--- src/rtl/sobel_seq_ctrl.sv ---
// -----------------------------------------------------------------------------
// sobel_seq_ctrl
//
// Sequencer for a windowed Sobel datapath. For every output pixel it runs
// ACC_TAPS calculate/add iterations, one Sobel step, and then offers the result
// downstream until it is accepted. Windows are visited in raster order
// (col fastest). When the last pixel is accepted, a single-cycle frame_done
// pulse follows.
//
// Optional feature:
//   SEQ_ABORT_EN  - when defined, abort=1 returns any busy state except DONE to
//                   IDLE and clears the counters. No frame_done is issued. In
//                   IDLE, abort takes priority over start. When undefined, the
//                   abort port is still present but is ignored.
//
// Parameters:
//   IMG_W     image width in pixels (>=2)
//   IMG_H     image height in pixels (>=2)
//   ACC_TAPS  calculate/add iterations per window (>=1)
//
// Ports:
//   clk         clock, rising edge
//   n_rst       asynchronous active-low reset
//   start       frame start request, sampled only in IDLE
//   abort       frame abort request (SEQ_ABORT_EN builds only)
//   out_ready   downstream accepts the current Sobel result
//   calc_en     high in CALC
//   add_en      high in ADD
//   sobel_en    high in SOBEL
//   out_valid   high in OUT
//   busy        high in every state except IDLE
//   frame_done  one-cycle pulse in DONE
//   col/row     current window column/row
//   tap         current accumulation tap index
//
// state | meaning
// ------+-----------------------------------------------------------
// IDLE  | waiting for start, counters at zero
// CALC  | calculate step for the current tap
// ADD   | accumulate the current tap, advance tap or go to SOBEL
// SOBEL | Sobel magnitude step for the current window
// OUT   | result offered downstream, held until out_ready
// DONE  | frame complete, one-cycle frame_done pulse
// -----------------------------------------------------------------------------
module sobel_seq_ctrl #(
  parameter int IMG_W    = 8,
  parameter int IMG_H    = 8,
  parameter int ACC_TAPS = 9,
  localparam int CW = (IMG_W    > 1) ? $clog2(IMG_W)    : 1,
  localparam int RW = (IMG_H    > 1) ? $clog2(IMG_H)    : 1,
  localparam int TW = (ACC_TAPS > 1) ? $clog2(ACC_TAPS) : 1
) (
  input  logic          clk,
  input  logic          n_rst,
  input  logic          start,
  input  logic          abort,
  input  logic          out_ready,
  output logic          calc_en,
  output logic          add_en,
  output logic          sobel_en,
  output logic          out_valid,
  output logic          busy,
  output logic          frame_done,
  output logic [CW-1:0] col,
  output logic [RW-1:0] row,
  output logic [TW-1:0] tap
);

  typedef enum logic [2:0] {
    ST_IDLE,
    ST_CALC,
    ST_ADD,
    ST_SOBEL,
    ST_OUT,
    ST_DONE
  } state_t;

  localparam logic [CW-1:0] COL_MAX = CW'(IMG_W - 1);
  localparam logic [RW-1:0] ROW_MAX = RW'(IMG_H - 1);
  localparam logic [TW-1:0] TAP_MAX = TW'(ACC_TAPS - 1);

  state_t        state, state_nxt;
  logic [CW-1:0] col_nxt;
  logic [RW-1:0] row_nxt;
  logic [TW-1:0] tap_nxt;

`ifndef SEQ_ABORT_EN
  logic unused_abort;
  assign unused_abort = abort;
`endif

  always_comb begin
    state_nxt = state;
    col_nxt   = col;
    row_nxt   = row;
    tap_nxt   = tap;

    case (state)
      ST_IDLE: begin
        if (start) begin
          state_nxt = ST_CALC;
          col_nxt   = '0;
          row_nxt   = '0;
          tap_nxt   = '0;
        end
      end

      ST_CALC: state_nxt = ST_ADD;

      ST_ADD: begin
        if (tap == TAP_MAX) begin
          state_nxt = ST_SOBEL;
          tap_nxt   = '0;
        end else begin
          state_nxt = ST_CALC;
          tap_nxt   = tap + TW'(1);
        end
      end

      ST_SOBEL: state_nxt = ST_OUT;

      ST_OUT: begin
        if (out_ready) begin
          if (col == COL_MAX && row == ROW_MAX) begin
            state_nxt = ST_DONE;
          end else begin
            state_nxt = ST_CALC;
            // Explicit wrap so non-power-of-2 widths never reach an
            // out-of-range column.
            if (col == COL_MAX) begin
              col_nxt = '0;
              row_nxt = row + RW'(1);
            end else begin
              col_nxt = col + CW'(1);
            end
          end
        end
      end

      ST_DONE: begin
        state_nxt = ST_IDLE;
        col_nxt   = '0;
        row_nxt   = '0;
        tap_nxt   = '0;
      end

      default: begin
        state_nxt = ST_IDLE;
        col_nxt   = '0;
        row_nxt   = '0;
        tap_nxt   = '0;
      end
    endcase

`ifdef SEQ_ABORT_EN
    // DONE is allowed to finish so that a completed frame always reports.
    if (abort && state != ST_DONE) begin
      state_nxt = ST_IDLE;
      col_nxt   = '0;
      row_nxt   = '0;
      tap_nxt   = '0;
    end
`endif
  end

  // Output flags are registered from the next-state value, so each flag is
  // exactly the decode of the state register it sits beside.
  always_ff @(posedge clk or negedge n_rst) begin
    if (!n_rst) begin
      state      <= ST_IDLE;
      col        <= '0;
      row        <= '0;
      tap        <= '0;
      calc_en    <= 1'b0;
      add_en     <= 1'b0;
      sobel_en   <= 1'b0;
      out_valid  <= 1'b0;
      busy       <= 1'b0;
      frame_done <= 1'b0;
    end else begin
      state      <= state_nxt;
      col        <= col_nxt;
      row        <= row_nxt;
      tap        <= tap_nxt;
      calc_en    <= (state_nxt == ST_CALC);
      add_en     <= (state_nxt == ST_ADD);
      sobel_en   <= (state_nxt == ST_SOBEL);
      out_valid  <= (state_nxt == ST_OUT);
      busy       <= (state_nxt != ST_IDLE);
      frame_done <= (state_nxt == ST_DONE);
    end
  end

endmodule

--- config.mk ---
export PLATFORM = sky130hd
export DESIGN_NAME = sobel_seq_ctrl
export DESIGN_NICKNAME = d
export VERILOG_FILES = /design/src/rtl/sobel_seq_ctrl.sv
export SDC_FILE = /design/constraint.sdc
export NUM_CORES = 1
export LEC_CHECK = 0
export ABC_AREA = 1
export CELL_PAD_IN_SITES_DETAIL_PLACEMENT = 0
export CELL_PAD_IN_SITES_GLOBAL_PLACEMENT = 1
export CORE_MARGIN = 5
export CORE_UTILIZATION = 25
export CTS_CLUSTER_DIAMETER = 50
export DETAILED_ROUTE_END_ITERATION = 12
export GPL_TIMING_DRIVEN = 1
export PLACE_DENSITY = 0.66
export SLEW_MARGIN = 20
export SYNTH_ARGS = -nofsm -noshare
export SYNTH_HDL_FRONTEND = slang
export SYNTH_SLANG_ARGS = --single-unit
--- constraint.sdc ---
create_clock -name clk -period 3.95 [get_ports clk]
set_clock_uncertainty 0.05 [all_clocks]
set_input_delay 0.5925 -clock clk [delete_from_list [all_inputs] [get_ports clk]]
set_output_delay 0.5925 -clock clk [all_outputs]
set_load 0.02 [all_outputs]
==> run_results.csv <==
group,metric,value,unit
run_status,status,"completed",
final_timing,hold_violations,0,
cts,clk_latency,0.26,ns
routing,ant_nets,0,
pwr,ir_drop,0.3594,mV
layout,comb_area,402.9,um^2
yosys,synth-xor-area-share,0.9259,%
final_timing,fmax,512.2,MHz
worst_setup_path,crit_fanout,5,
pwr,p_leak,0.5955,nW
worst_setup_path,reg2reg_depth,8,
worst_setup_path,rr_startpoint,"col[0]$_DFFE_PN0P_",
yosys,fp_nets,118,
final_timing,setup_violations,0,
layout,nets,141,
yosys,top_logic_kind,"simple AND/OR/NAND/NOR gates",
worst_hold_path,hold_depth,2,
yosys,ys_cells,107,
yosys,yosys.area_share.adder,7.937,%
floorplanning,initCoreUtil,25.84,%
worst_setup_path,crit_arrival,1.31,ns
final_timing,final.setup.worst_slack,1.998,ns
floorplanning,die-area,5114,um^2
layout,syn_to_final_growth,30.42,%
place,placedCellCount,173,
place,port_buffers,19,
layout,seq_area,475.5,um^2
grt,grt_pass1_vias,753,
cts,clkTransAtPathRegs,0.07,ns
routing,highest_layer,"met4",
final_timing,tns,0,ns
yosys,post_synth_ao_oa_area_fraction,5.423,%
routing,route.detailed.drc,0,
floorplanning,die_x,71.51,um
floorplanning,rows,22,
worst_setup_path,worst-r2r-setup-slack,2.37,ns
routing,met1_length,938,um
cts,clockBufferDepth,2,
grt,grt_start_max_net_pins,20,
layout,insertedDiodeCount,0,
yosys,ys_chip_area,945.9,um^2
grt,grt_pass1_wl,3.312,mm
layout,fillers,377,
job,cap_viol_max_count,0,
final_timing,maxSlewHeadroom,43.94,%
routing,dr_wl_met2,786,um
grt,track_usage,8.125,%
cts,clock-root-buffer,"clkbuf_8",
worst_setup_path,critPathMaxStageDelay,0.63,ns
routing,first_pass_iters,3,
grt,gr-total-overflow,0,
final_timing,finalCriticalPeriod,1.952,ns
layout,drive_above_1_share,11.63,%
yosys,synth_seq_share,50.26,%
worst_setup_path,criticalPathCategory,"register to output pin",
pwr,p_total,0.7716,mW
cts,cts_resized,0,
worst_setup_path,r2r-end,"row[1]$_DFFE_PN0P_",
worst_setup_path,start_kind,"register",
worst_setup_path,crit_family,"buffers and inverters",
place,hpwl,1.411,mm
cts,cts_buffers,3,
layout,stdcell_count,177,
yosys,avgSynthCellArea,8.840,um^2
worst_setup_path,critPathLaunch,"tap[2]$_DFFE_PN0P_",
worst_setup_path,path_depth,1,
yosys,mux_share,0,%
final_timing,slew_viol_final,0,
yosys,synth_cell_types,21,
worst_setup_path,crit_path_end_kind,"output pin",
worst_setup_path,cp.required,3.31,ns
place,post-place-ws,2.167,ns
worst_setup_path,crit_path_end,"tap[2]",
cts,htree_levels,1,
grt,antenna_found_initial,0,
worst_setup_path,path_cells,"clkdlybuf4s50_1",
yosys,area_leaders,"dfrtp_1 50%, nand2_1 10%, ha_1 7.9%, inv_1 5.2%, nor2_1 3.6%",
job,tool_warnings,28,
place,gp_congestion,0.6976,
yosys,syn_area,945.9,um^2
yosys,synth-seq-cells,19,
yosys,synth_top_area_share,50.26,%
cts,cts_tree,"done",
floorplanning,io_pins,21,
worst_setup_path,cp_slowest_cell,"clkdlybuf4s50_1",
yosys,ys_warn_count,0,
final_timing,worst_pin_slew,0.8382,ns
cts,hold_buffers,0,
pwr,power.density,625.5,nW/um^2
worst_setup_path,crit_buf_inv,1,
yosys,synthCells,107,
final_timing,finalClockPeriodUsage,49.43,%
cts,cts_setup_buffers,0,
routing,drtIter0Drc,35,
routing,vias_per_cell,4.169,
floorplanning,die_height,71.51,um
routing,met3_length,60,um
floorplanning,core_area,3661,um^2
final_timing,grt_setup_unrepaired,"no",
worst_hold_path,hold_class,"register to register",
cts,cts.sinks,19,
yosys,top_area_cell,"dfrtp_1",
yosys,simple_gate_area_share,28.31,%
[area by class of cell]
type | count | area share [%]
clock buffers | 3 | 3.347
clock inverters | 1 | 0.6085
inverters | 15 | 4.564
multi-input cells | 72 | 32.66
flip-flops and latches | 19 | 38.54
well taps | 48 | 4.868
repair buffers | 19 | 15.42
[registers in the layout (all words and copies together), names as in the netlist]
register / cells
col: 3
tap: 4
sobel_en: 1
out_valid: 1
add_en: 1
busy: 1
frame_done: 1
row: 3
calc_en: 1
state: 3
[cell families (layout without fill, tap and decap cells)]
family,Yosys count,after routing
compound gates,9,9
xor+xnor,1,1
fa+ha+maj,6,6
buf+inv,16,38
flops,19,19
simple gates,56,56
[power by group]
part           internal (mW)  switching, mW
sequential             0.245         0.0522
combinational          0.132          0.204
clock                 0.0711         0.0671
total                  0.449          0.323
[routing by layer]
| layer | global-route usage, % | vias up |
|---|---|---|
| met5 | 0 | - |
| met2 | 11.73 | 14 |
| met1 | 11.26 | 338 |
| met4 | 3.132 | 0 |
| met3 | 2.525 | 2 |
| li1 | - | 384 |
[how the worst min path moves through the flow]
stage                  startpoint                 end  slack [ns]
6_report       row[2]$_DFFE_PN0P_  row[2]$_DFFE_PN0P_        0.47
5_1_grt        row[2]$_DFFE_PN0P_  row[2]$_DFFE_PN0P_        0.52
4_1_cts        row[1]$_DFFE_PN0P_  row[1]$_DFFE_PN0P_        0.48
3_5_place_dp   row[2]$_DFFE_PN0P_  row[2]$_DFFE_PN0P_        0.46
3_3_place_gp   row[1]$_DFFE_PN0P_  row[1]$_DFFE_PN0P_        0.45
2_1_floorplan               n_rst    add_en$_DFF_PN0_        0.25
[per-stage QoR]
stage | cell area, um^2 | hold slack [ns] | util (%)
6_report | 1234 | 0.4738 | 33.70
5_1_grt | 1234 | 0.5234 | 33.70
4_1_cts | 1234 | 0.4849 | 33.70
3_5_place_dp | 1185 | 0.4649 | 32.37
3_3_place_gp | 1185 | 0.4497 | 32.37
2_1_floorplan | 945.9 | 0.2469 | -
[synth_stat cells (all sizes together)]
library cell	number
o21ai	7
buf	1
nand2	29
nand3	7
nor2	12
nand4	5
nor3	2
xor2	1
dfrtp	19
inv	15
nand3b	1
a21oi	1
o31ai	1
ha	6
[placed cells by master (no fill, tap or decap)]
cell / n
o21ai_1: 3
nor2_2: 2
nand3_1: 6
nor3_1: 1
nor2_1: 9
o31ai_1: 1
nand3b_1: 1
ha_1: 6
clkdlybuf4s50_1: 19
nand4_1: 5
inv_2: 2
nand3_2: 1
xor2_1: 1
nand2_1: 26
nand2_2: 3
nor2_4: 1
clkbuf_8: 3
clkinvlp_4: 1
inv_1: 13
nor3_2: 1
dfrtp_1: 19
o21ai_0: 4
a21oi_2: 1
### Met1 routing

Cells faint in the background.
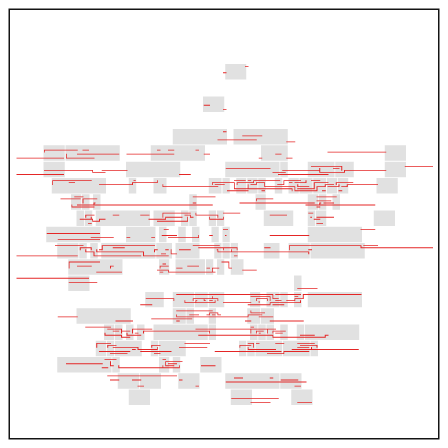
The layer holds 52% of the routed length. 130 nets have wire on it. The wires run mostly horizontal. The longest straight run is 22.5 um. The layer carries 939 um of wire.
routed vias: 738
WL final: 1.815 mm
met1 Use GR: 11.26%

### The metal 2 layer

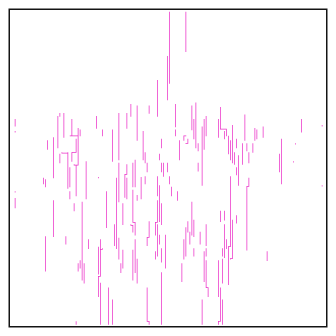
116 nets have wire on it. The layer holds 43% of the routed length. The wires run mostly vertical. The longest straight run is 17.7 um. The layer carries 787 um of wire.

### Metal 3

Cells faint in the background.
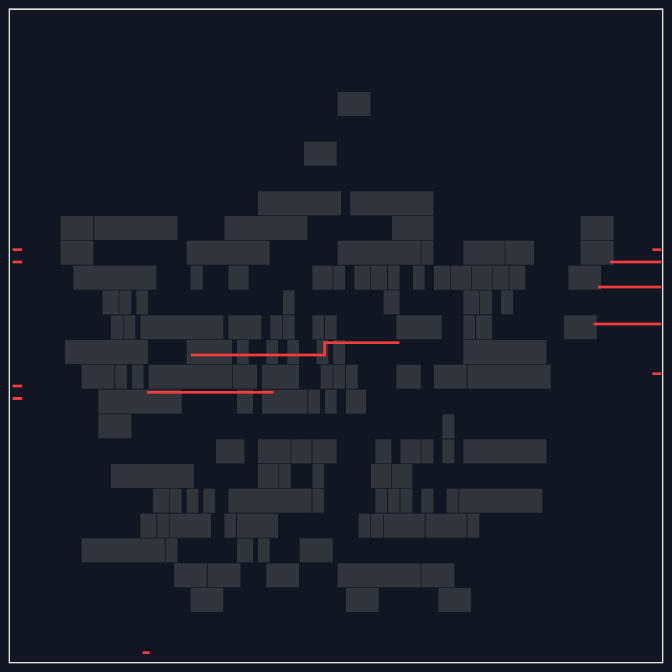
The layer carries 60.9 um of wire. The wires run mostly horizontal. 11 nets have wire on it. The longest straight run is 14.5 um. The layer holds 3.4% of the routed length.
grt met3 use: 2.525%

### Routing congestion map

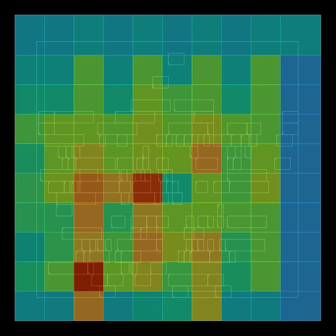
global-route met2 utilization: 11.73%
wire per inst: 10.25 um

Power is estimated from default activity; no workload was simulated.
